[src/rtl/regs_file_scoreboard.sv]
// ============================================================================
// Module   : regs_file_scoreboard
// Brief    : Architectural register file: two combinational read ports, a
//            write-back port, and a per-register pending-write scoreboard
//            that drives the decode stall. Macro REGS_BYPASS_EN enables
//            write-first bypass from write-back on both the data and stall
//            paths.
// Revision : 1.0  initial release
// ============================================================================
`default_nettype none

`ifndef DATAWIDTH
`define DATAWIDTH 32
`endif

module regs_file_scoreboard #(
  parameter int DATA_W = `DATAWIDTH,
  parameter int ADDR_W = 5,
  parameter int CNT_W  = 2
) (
  input  logic              clk,
  input  logic              rst,
  input  logic              wb_en,
  input  logic [ADDR_W-1:0] wb_rd,
  input  logic [DATA_W-1:0] wb_data,
  input  logic              cancel_en,
  input  logic [ADDR_W-1:0] cancel_rd,
  input  logic [ADDR_W-1:0] rs1_addr,
  input  logic [ADDR_W-1:0] rs2_addr,
  input  logic              rs1_used,
  input  logic              rs2_used,
  input  logic              issue_valid,
  input  logic              issue_wr,
  input  logic [ADDR_W-1:0] issue_rd,
  output logic [DATA_W-1:0] rs1_data,
  output logic [DATA_W-1:0] rs2_data,
  output logic              stall,
  output logic              issue_fire
);

  localparam int              NREG      = 2**ADDR_W;
  localparam logic [CNT_W-1:0] C_CNT_MAX = {CNT_W{1'b1}};

  logic [DATA_W-1:0] regs_q [NREG];
  logic [CNT_W-1:0]  cnt_q  [NREG];
  logic [CNT_W-1:0]  cnt_d  [NREG];

  logic w_wb_hit1, w_wb_hit2;
  logic w_haz1, w_haz2, w_sat;

  always_comb begin
    rs1_data = regs_q[rs1_addr];
    rs2_data = regs_q[rs2_addr];
`ifdef REGS_BYPASS_EN
    if (wb_en && (wb_rd == rs1_addr)) rs1_data = wb_data;
    if (wb_en && (wb_rd == rs2_addr)) rs2_data = wb_data;
`endif
    if (rs1_addr == '0) rs1_data = '0;
    if (rs2_addr == '0) rs2_data = '0;
  end

  // The in-flight write-back retires one pending writer for the source check.
`ifdef REGS_BYPASS_EN
  assign w_wb_hit1 = wb_en & (wb_rd == rs1_addr);
  assign w_wb_hit2 = wb_en & (wb_rd == rs2_addr);
`else
  assign w_wb_hit1 = 1'b0;
  assign w_wb_hit2 = 1'b0;
`endif

  assign w_haz1 = rs1_used & (rs1_addr != '0) &
                  (cnt_q[rs1_addr] != {{(CNT_W-1){1'b0}}, w_wb_hit1});
  assign w_haz2 = rs2_used & (rs2_addr != '0) &
                  (cnt_q[rs2_addr] != {{(CNT_W-1){1'b0}}, w_wb_hit2});

  assign w_sat = issue_wr & (issue_rd != '0) & (cnt_q[issue_rd] == C_CNT_MAX) &
                 ~(wb_en & (wb_rd == issue_rd)) &
                 ~(cancel_en & (cancel_rd == issue_rd));

  assign stall      = issue_valid & (w_haz1 | w_haz2 | w_sat);
  assign issue_fire = issue_valid & ~stall;

  generate
    for (genvar r = 0; r < NREG; r++) begin : g_cnt
      logic             w_inc, w_dwb, w_dcan;
      logic [CNT_W:0]   w_up, w_dec;

      assign w_inc  = (r != 0) & issue_fire & issue_wr & (issue_rd == ADDR_W'(r));
      assign w_dwb  = wb_en & (wb_rd == ADDR_W'(r));
      assign w_dcan = cancel_en & (cancel_rd == ADDR_W'(r));

      assign w_up  = {1'b0, cnt_q[r]} + {{CNT_W{1'b0}}, w_inc};
      assign w_dec = {{CNT_W{1'b0}}, w_dwb} + {{CNT_W{1'b0}}, w_dcan};

      // Excess decrements clamp at zero instead of wrapping.
      assign cnt_d[r] = (w_up > w_dec) ? CNT_W'(w_up - w_dec) : '0;
    end
  endgenerate

  always_ff @(posedge clk) begin
    if (rst) begin
      for (int i = 0; i < NREG; i++) begin
        regs_q[i] <= '0;
        cnt_q[i]  <= '0;
      end
    end else begin
      cnt_q <= cnt_d;
      if (wb_en && (wb_rd != '0)) regs_q[wb_rd] <= wb_data;
    end
  end

endmodule

`default_nettype wire

[config.mk]
export PLATFORM = sky130hd
export DESIGN_NAME = regs_file_scoreboard
export DESIGN_NICKNAME = d
export VERILOG_FILES = /design/src/rtl/regs_file_scoreboard.sv
export SDC_FILE = /design/constraint.sdc
export NUM_CORES = 2
export LEC_CHECK = 0
export ABC_AREA = 1
export CAP_MARGIN = 30
export CORE_ASPECT_RATIO = 0.9
export CORE_MARGIN = 2
export CORE_UTILIZATION = 27
export CTS_BUF_LIST = sky130_fd_sc_hd__clkbuf_8
export DETAILED_ROUTE_END_ITERATION = 12
export PLACE_DENSITY_LB_ADDON = 0.2
export SLEW_MARGIN = 20
export SYNTH_ARGS = -nofsm -noshare
export SYNTH_HDL_FRONTEND = slang
export SYNTH_SLANG_ARGS = --single-unit
[constraint.sdc]
create_clock -name clk -period 12.2 [get_ports clk]
set_clock_uncertainty 0.1 [all_clocks]
set_input_delay 1.83 -clock clk [delete_from_list [all_inputs] [get_ports clk]]
set_output_delay 1.83 -clock clk [all_outputs]
set_load 0.01 [all_outputs]
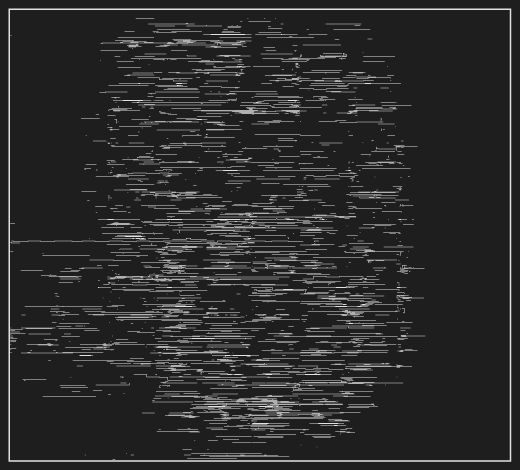
met3.png
Scale: 1 px per um.
share of all routed wire: 9.5%
nets with wire on the layer: 593
wire length on this layer: 27.9 mm
longest straight run: 126 um
main direction: horizontal
met3 global-route usage: 5.14%
drt total wl: 294000 um

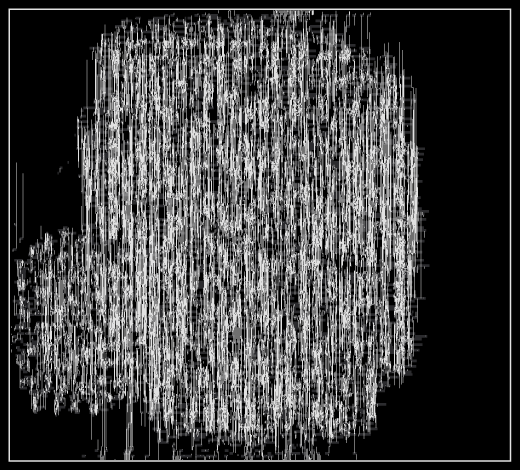
met2.png
Scale: 1 px per um.
main direction: vertical
wire length on this layer: 131 mm
GR Layer Usage met2: 39.5%
Vias: 55100

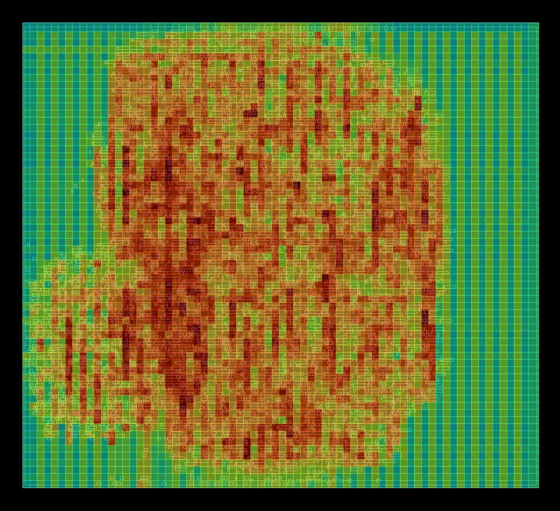
final_congestion.png
Final Util: 30.8%
GRT Overall Usage: 25.3%
met1 usage: 32.4%
gr busiest metal: met2

==> flow_summary_export.csv <==
group,metric,value,unit
finish,largest_register,"regs_q",
power,powerComb,1.26,mW
finish,instances_no_fill,9629,
synthesis,flop_cell,"edfxtp_1",
timing,fin_crit_sh,68.0,%
synthesis,ys_area,0.0597,mm^2
floorplan,rows,163,
power,p_int,6.25,mW
finish,nNetsFinal,6784,
power,irDropWorstVdd,0.120,mV
finish,ff_count,1088,
routing,drc,0,
finish,layout.cells.most_common_list,"nor2_1, edfxtp_1, o21ai_0",
power,p_seq,4.38,mW
critical_path,cp_slowest_cell,"buf_4",
finish,drive_gt1_share,8.36,%
timing,tightest_slew,1.11,ns
synthesis,synth_flops,1088,
finish,comb_cells,4763,
finish,design_area,0.0677,mm^2
synthesis,yosysWarnings,0,
finish,n_all_buffers,256,
timing,setup_viol,0,
worst_hold_path,worstHoldPathCells,2,
finish,fillCellCount,22700,
outcome,status,"finished clean",
timing,setup_ws,3.90,ns
power,power_density,133,mW/mm^2
finish,logic_area,0.0248,mm^2
critical_path,max_stage_delay,0.75,ns
finish,inverters,250,
cts,cts_hold_buf,0,
synthesis,synthTopCellsByArea,"edfxtp_1, nor2_1, o21ai_0, o221ai_1, nand2_1",
place,dp.cells,9240,
finish,layout.area.seq,0.0320,mm^2
power,p_sw_share,30.8,%
global_route,grt_pass1_vias,53000,
finish,final_common_cell,"nor2_1",
power,p_leak,24.5,nW
cts,cts_tree,"built",
synthesis,synth_area_per_cell,8.93,um^2
finish,largest_reg_flops,1024,
synthesis,syn_inst,6685,
cts,cts-resized-gates,0,
place,pre_cts_ws,4.00,ns
cts,cts_setup_buffers,0,
critical_path,cp_max_fo,64,
timing,grt_setup_unrepaired,"false",
place,portBuffers,130,
finish,buf_share,3.84,%
synthesis,synth-simple-area-share,19.7,%
floorplan,dieHeight,450,um
critical_path,end_kind,"output port",
floorplan,die_width,500,um
synthesis,async_flop_share,0,%
synthesis,postSynthSeqShare,53.6,%
routing,vias_per_cell,5.73,
place,hpwl,156000,um
finish,clock_cell_area_share,5.45,%
routing,initialDrtViolationCount,7890,
timing,relSlewSlack,25.7,%
global_route,antenna_found_initial,7,
global_route,grt_start_max_net_pins,181,
finish,largest_registers,"regs_q (1024), cnt_q (64)",
critical_path,arrival,6.37,ns
critical_path,cp.required,10.27,ns
synthesis,xor_area_share,0.455,%
floorplan,taps,2887,
routing,topRoutingLayerUsed,"met5",
finish,comb_share,36.6,%
cts,h-tree-depth,4,
flow_run,warnings,83,
power,pwr-share-clk,37.5,%
routing,route.met2.wl,131000,um
critical_path,crit_buf_inv,4,
power,power_leader,"sequential cells",
critical_path,crit_type,"in2out",
critical_path,r2r-start,"cnt_q[37]$_SDFF_PP0_",
timing,fmax,120,MHz
critical_path,crit_family,"buffers and inverters",
power,p_seq_share,48.5,%
cts,clkTransAtPathRegs,0.06,ns
critical_path,path_cells,"clkdlybuf4s50_1, inv_2, nand2_8, buf_4, o22ai_1, a21oi_1, nand2_1, o21ai_0, nand2_1, nand3_1, nand2_1, a31oi_1, clkdlybuf4s50_1",
global_route,grt_overflow_total,0,
timing,holdWs,0.476,ns
finish,area_growth,13.3,%
synthesis,common_cells,"nor2_1, edfxtp_1, o21ai_0, nand2_1, clkbuf_1",
cts,root_buffer,"clkbuf_8",
finish,nClkBuffers,204,
synthesis,ys_sh_mux,0,%
synthesis,yosys.area.top_type,"edfxtp_1",
timing,finalSetupTns,0,ns
flow_run,maxCapViolations,0,
cts,cts_buffer_depth,3,
synthesis,netlist_area,0.0597,mm^2
floorplan,initial_core_util,27.2,%
power,power.switching,2.78,mW
global_route,grt_pass1_wl,408000,um
critical_path,start_kind,"input pin",
timing,slew_violations,0,
floorplan,core,0.220,mm^2
floorplan,dieArea,0.225,mm^2
cts,cts.sinks,1088,
critical_path,cp_num_cells,13,
routing,dr.pass1.iters,7,
cts,clk_latency,0.99,ns
worst_hold_path,hold_path_class,"reg2reg",
routing,wl_met3,27900,um
synthesis,ys_sh_aoi,16.6,%
place,place_congestion,0.849,
critical_path,worstRegToRegCells,19,
worst_hold_path,worstHoldStart,"cnt_q[63]$_SDFF_PP0_",
synthesis,synth_stat.cells,6685,
synthesis,synth_cell_types,38,
Power figures rest on the tool's default switching activity, not on a simulated workload.
